File: src/rtl/hd_pkg.sv
// Shared types and helpers for the feature-serial hyperdimensional encoder:
// FSM state type, chunk-count helpers and the saturating lane adder.
package hd_pkg;

    typedef enum logic [1:0] {
        IDLE  = 2'd0,
        ACCUM = 2'd1,
        EMIT  = 2'd2
    } hd_enc_state_t;

    typedef struct packed {
        logic [63:0] sum;
        logic        ovf;
    } sat_res_t;

    function automatic int chunk_width(input int nchunk);
        return (nchunk > 1) ? $clog2(nchunk) : 1;
    endfunction

    localparam int NCHUNK  = 512 / 64;
    localparam int CHUNK_W = chunk_width(NCHUNK);

    // Width-generic: acc arrives sign-extended to 64 bits, and the result is
    // clamped to the signed range of 'width' bits (width must be below 63).
    function automatic sat_res_t sat_add(input logic signed [63:0] acc,
                                         input logic [63:0]        delta,
                                         input logic               neg,
                                         input int                 width);
        logic signed [65:0] full;
        logic signed [65:0] max_v;
        logic signed [65:0] min_v;
        sat_res_t           r;
        max_v = (66'sd1 <<< (width - 1)) - 66'sd1;
        min_v = -(66'sd1 <<< (width - 1));
        if (neg)
            full = 66'(acc) - $signed({2'b00, delta});
        else
            full = 66'(acc) + $signed({2'b00, delta});
        r.ovf = 1'b1;
        if (full > max_v)
            r.sum = max_v[63:0];
        else if (full < min_v)
            r.sum = min_v[63:0];
        else begin
            r.sum = full[63:0];
            r.ovf = 1'b0;
        end
        return r;
    endfunction

endpackage

File: src/rtl/hd_lane_acc.sv
// One lane of the encoder: a signed saturating accumulator that adds or
// subtracts an unsigned feature each enabled cycle.
module hd_lane_acc
    import hd_pkg::*;
#(
    parameter int FTWIDTH   = 8,
    parameter int DIM_WIDTH = 16
) (
    input  logic                 clk,
    input  logic                 reset,
    input  logic                 clear,
    input  logic                 en,
    input  logic                 neg,
    input  logic [FTWIDTH-1:0]   delta,
    output logic [DIM_WIDTH-1:0] acc,
    output logic                 ovf
);

    sat_res_t res;
    logic     unused_sum_hi;

    always_comb begin
        res = sat_add(64'(signed'(acc)), 64'(delta), neg, DIM_WIDTH);
    end

    assign ovf           = en & res.ovf;
    assign unused_sum_hi = ^res.sum[63:DIM_WIDTH];

    always_ff @(posedge clk or negedge reset) begin
        if (!reset)
            acc <= '0;
        else if (clear)
            acc <= '0;
        else if (en)
            acc <= res.sum[DIM_WIDTH-1:0];
    end

endmodule

File: src/rtl/hd_stream_encoder.sv
// Feature-serial hyperdimensional encoder: accumulates N_FEAT projected features
// per chunk across LANES lanes and streams D_TOTAL/LANES chunks downstream.
module hd_stream_encoder
    import hd_pkg::*;
#(
    parameter int LANES     = 64,
    parameter int N_FEAT    = 64,
    parameter int FTWIDTH   = 8,
    parameter int DIM_WIDTH = 16,
    parameter int D_TOTAL   = 512,
    localparam int NUM_CHUNKS = D_TOTAL / LANES,
    localparam int CHUNK_BITS = chunk_width(NUM_CHUNKS)
) (
    input  logic                       clk,
    input  logic                       reset,
    input  logic                       start,
    input  logic                       bin_mode,
    input  logic                       feat_valid,
    output logic                       feat_ready,
    input  logic [FTWIDTH-1:0]         feat_data,
    input  logic [LANES-1:0]           proj_bits,
    output logic                       out_valid,
    input  logic                       out_ready,
    output logic [LANES*DIM_WIDTH-1:0] out_data,
    output logic [CHUNK_BITS-1:0]      out_chunk,
    output logic                       out_last,
    output logic                       busy,
    output logic                       done,
    output logic                       sat
);

    localparam int FEAT_W = (N_FEAT > 1) ? $clog2(N_FEAT) : 1;

    if (D_TOTAL % LANES != 0) begin : g_bad_dtotal
        $error("hd_stream_encoder: D_TOTAL must be a multiple of LANES");
    end

    hd_enc_state_t     state;
    logic [FEAT_W-1:0] feat_cnt;
    logic [CHUNK_BITS-1:0] chunk;
    logic              bin_latch;
    logic [LANES-1:0]  lane_ovf;

    logic feat_fire;
    logic out_fire;
    logic last_chunk;
    logic last_feat;
    logic acc_clear;

    assign feat_fire  = (state == ACCUM) && feat_valid;
    assign out_fire   = (state == EMIT) && out_ready;
    assign last_chunk = (chunk == CHUNK_BITS'(NUM_CHUNKS - 1));
    assign last_feat  = (feat_cnt == FEAT_W'(N_FEAT - 1));
    assign acc_clear  = ((state == IDLE) && start) || (out_fire && !last_chunk);

    assign feat_ready = (state == ACCUM);
    assign out_valid  = (state == EMIT);
    assign busy       = (state != IDLE);
    assign out_chunk  = chunk;
    assign out_last   = out_valid && last_chunk;

    always_ff @(posedge clk or negedge reset) begin
        if (!reset) begin
            state     <= IDLE;
            feat_cnt  <= '0;
            chunk     <= '0;
            bin_latch <= 1'b0;
            done      <= 1'b0;
            sat       <= 1'b0;
        end else begin
            done <= 1'b0;
            case (state)
                IDLE: begin
                    if (start) begin
                        state     <= ACCUM;
                        feat_cnt  <= '0;
                        chunk     <= '0;
                        bin_latch <= bin_mode;
                        sat       <= 1'b0;
                    end
                end
                ACCUM: begin
                    if (feat_valid) begin
                        feat_cnt <= feat_cnt + 1'b1;
                        if (|lane_ovf)
                            sat <= 1'b1;
                        if (last_feat) begin
                            state    <= EMIT;
                            feat_cnt <= '0;
                        end
                    end
                end
                EMIT: begin
                    if (out_ready) begin
                        if (last_chunk) begin
                            state <= IDLE;
                            done  <= 1'b1;
                        end else begin
                            chunk    <= chunk + 1'b1;
                            feat_cnt <= '0;
                            state    <= ACCUM;
                        end
                    end
                end
                default: state <= IDLE;
            endcase
        end
    end

    // Accumulators survive into IDLE so the last chunk stays readable.
    for (genvar i = 0; i < LANES; i++) begin : g_lane
        logic [DIM_WIDTH-1:0] lane_acc;

        hd_lane_acc #(
            .FTWIDTH  (FTWIDTH),
            .DIM_WIDTH(DIM_WIDTH)
        ) u_acc (
            .clk  (clk),
            .reset(reset),
            .clear(acc_clear),
            .en   (feat_fire),
            .neg  (!proj_bits[i]),
            .delta(feat_data),
            .acc  (lane_acc),
            .ovf  (lane_ovf[i])
        );

        assign out_data[i*DIM_WIDTH +: DIM_WIDTH] =
            bin_latch ? {{(DIM_WIDTH-1){1'b0}}, !lane_acc[DIM_WIDTH-1]} : lane_acc;
    end

endmodule

File: config.mk
export PLATFORM = sky130hd
export DESIGN_NAME = hd_stream_encoder
export DESIGN_NICKNAME = d
export VERILOG_FILES = /design/src/rtl/hd_pkg.sv /design/src/rtl/hd_lane_acc.sv /design/src/rtl/hd_stream_encoder.sv
export SDC_FILE = /design/constraint.sdc
export NUM_CORES = 2
export LEC_CHECK = 0
export CAP_MARGIN = 20
export CORE_AREA = 4 4 427 429
export DETAILED_ROUTE_END_ITERATION = 6
export DIE_AREA = 0 0 431 433
export PLACE_DENSITY = 0.8
export RECOVER_POWER = 25
export SYNTH_ARGS = -nofsm -noshare
export SYNTH_HDL_FRONTEND = slang
export SYNTH_SLANG_ARGS = --single-unit
File: constraint.sdc
create_clock -name clk -period 9.1 [get_ports clk]
set_input_delay 1.82 -clock clk [delete_from_list [all_inputs] [get_ports clk]]
set_output_delay 1.82 -clock clk [all_outputs]
set_load 0.01 [all_outputs]
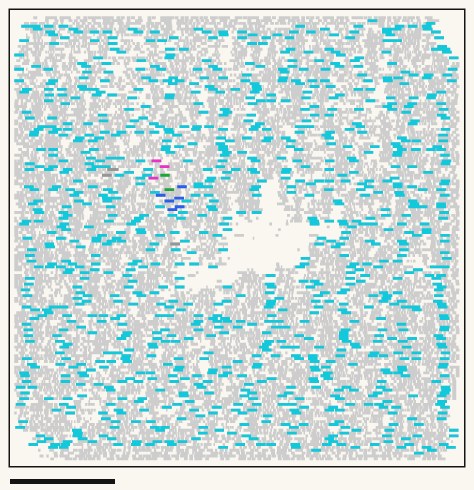
Figure 1: register map, names as in the netlist.
Bar = 100 um.
Magenta marks out_chunk, sequential cells 3. Green marks state, sequential cells 2. Cyan marks g_lane.u_acc.acc, sequential cells 1024, where all over the die. Blue marks feat_cnt, sequential cells 6.
final core area utilization: 0.664
Sequential cell area: 26000 sq um

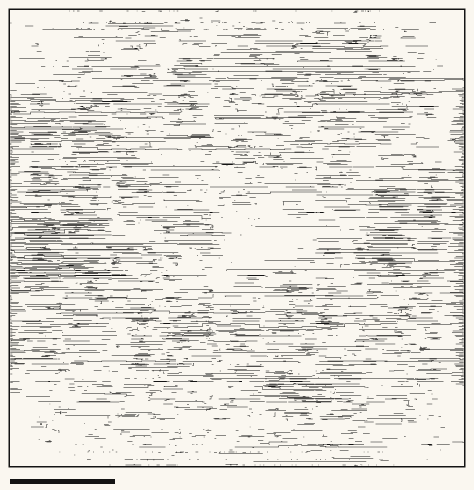
Figure 2: M3 wires.
Bar = 100 um.
The wires run mostly horizontal. The longest straight run is 220 um.
total routed wirelength: 400 mm
overall via count from detail_route: 98400
global-route met3 utilization: 0.0882

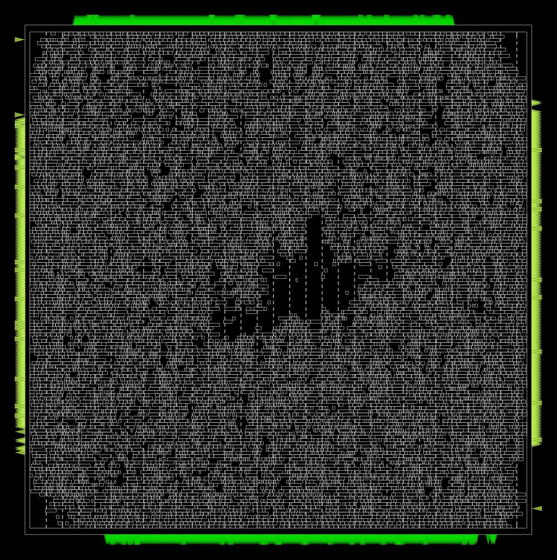
Figure 3: placed standard cells.
Flops: 1038
floorplan core area: 178000 sq um
tap cells: 2355
Seq area share: 0.220

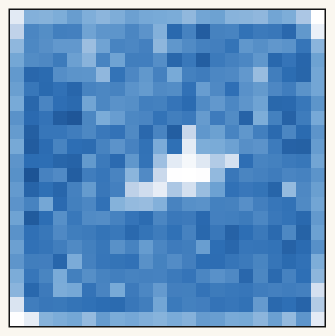
Figure 4: cell density map.
22 x 22 tiles, from white (low) to dark blue (high), 0 to 100% covered.
The emptiest ninth of the die: centre. 1.0% of the tiles are nearly empty. The mean over all tiles is 62%. The fullest tile reaches 86%. 14% of the tiles are over 75% full.

==> changes_impl.md <==
## Implementation

- Status: finished, violations left
- Failing checks: max-capacitance violations, max-slew violations
- PortBufs: 1110
- Vias in the first global route: 95000
- Tally of max-capacitance violations: 6
- Number of pins with negative max-slew slack in the final report: 302
- Unique cell type count in the Yosys netlist: 99
- Hold path cells: 2
- Drt first pass iters: 6
- Launch point of the worst reg-to-reg path: g_lane[54].u_acc.acc[0]
- Kind of end point of the critical path: flop
- Die span in y: around 430 um
- Area occupied by multi-input gates: a little over 70000 sq um
- Floorplan row count: about 160
- Worst slack, placed: approximately 840 ps
- Worst slew pin tran: approximately 5700 ps
- Largest net degree at the start of global routing: about 190
- Clock Skews: ~30 ps
- Top Family by Delay on Critical Path: simple AND/OR/NAND/NOR gates
- Number of fill cells in the layout: between 10000 and 15000
- Area of the die: approximately 190000 sq um
- Clock sinks: between 1000 and 1500
- Core utilization before placement: 0.564
- Largest stage delay on the critical path: 720 ps
- Global-route wire length before repair: 592 mm
- Residual antenna-violating net count after detailed routing: 0
- Maximum fanout encountered on the critical timing path: 30
- Relative slew slack: -2.80
- Achievable frequency: around 0.13 GHz
- CTS tree: done
- Detailed-route wire length per cell: 26.7 um
- Endpoints failing setup: 0
- Share of the yosys chip area belonging to registers: 0.259
- GR Layer Usage met2: 0.613
- H-tree depth reported by CTS: 4
- Register clock-pin slew on the reported worst setup and hold paths: approximately 60 ps
- Fraction of registers with async set or reset after synthesis: 1.00
- Last element of the critical path: sat
- Number of non-filler instances in the completed layout: around 15000
- Number of primary I/O pins: between 1000 and 1500
- Share of post-route cells with drive strength above 1: 0.0465
- Levels on crit path: 21
- Number of remaining DRC errors: 0
- Critical path startpoint category: primary input
- Final setup TNS: 0 ps
- Mean cell area of the mapped netlist: around 8.6 sq um
- Ratio of routed vias to standard cells: 6.58
- Reg2Reg Depth: 16
-- worst min path at each step --
stage | from | endpoint
6_report | feat_cnt[1] | feat_cnt[1]
5_1_grt | feat_cnt[1] | feat_cnt[1]
4_1_cts | feat_cnt[1] | feat_cnt[1]
3_5_place_dp | feat_cnt[1] | feat_cnt[1]
3_3_place_gp | feat_cnt[1] | feat_cnt[1]
2_1_floorplan | feat_cnt[1] | feat_cnt[1]
-- cell usage after synthesis (399+ instances only) --
master,count,share of area
ha_1,1030,0.13
nor2b_1,1020,0.064
nor2_1,1362,0.051
a221o_1,837,0.083
inv_1,468,0.017
xnor2_1,680,0.059
o21ai_0,496,0.025
clkbuf_1,549,0.021
a21oi_1,803,0.040
dfrtp_1,1038,0.26
xor2_1,597,0.052
nand2_1,399,0.015
-- layout make-up --
type / instances / area share
Clock inverter: 24 / 0.00198
Clock buffer: 204 / 0.0347
Antenna cell: 30 / 0.000635
Tap cell: 2355 / 0.0249
Sequential cell: 1038 / 0.220
Multi-Input combinational cell: 9557 / 0.596
Inverter: 469 / 0.0149
Timing Repair Buffer: 1273 / 0.107
-- per-layer routing --
layer	wire length [um]	up-vias	share of wire
met5	134	-	0.00034
met4	40700	20	0.10
met3	37800	1409	0.094
met2	170000	5233	0.43
met1	151000	47800	0.38
li1	-	43900	-
-- per-stage QoR --
stage	total power [mW]	hold WS [ps]	cell area [sq um]
final	52.9	508	118000
after global routing	56.1	547	118000
after CTS	52.1	505	118000
after detailed placement	46.3	493	114000
after global placement	45.5	480	114000
after floorplan	33.4	466	100000
-- registers in the layout, indices dropped and copies added (netlist names) --
name,cells
out_chunk,3
sat,1
g_lane.u_acc.acc,1024
state,2
done,1
feat_cnt,6
bin_latch,1
-- worst register-to-register path, stage by stage (launching register included) --
cell      delay (ps)
dfrtp_1          370
ha_1             170
inv_1             60
fa_1             420
nor2b_1          170
o31a_1           190
o21bai_1         110
a31o_2           250
a211o_1          310
or4_1            510
a211oi_1         780
nand4_1          160
nor4_1           520
buf_2            290
nand4_1          120
nor4_2           200
a21oi_1          100
-- where the power goes --
part / leakage (nW) / total, mW / switching (mW) / internal, mW
sequential: 12.9 / 9.55 / 2.50 / 7.05
combinational: 38.3 / 37.9 / 21.0 / 16.9
clock: 2.15 / 5.44 / 2.24 / 3.20
-- cells by family (layout without fill, tap and decap cells) --
group           after synthesis  after routing  share of synthesized area
xor+xnor                   1282           1282                      0.112
buf+inv                    1083           1970                     0.0407
fa+ha+maj                  1122           1122                      0.144
other cells                   0             30                          0
simple gates               3512           3512                      0.173
mux                         205            205                     0.0221
compound gates             3436           3436                      0.249
flops                      1038           1038                      0.259
Power and IR drop assume default switching activity.
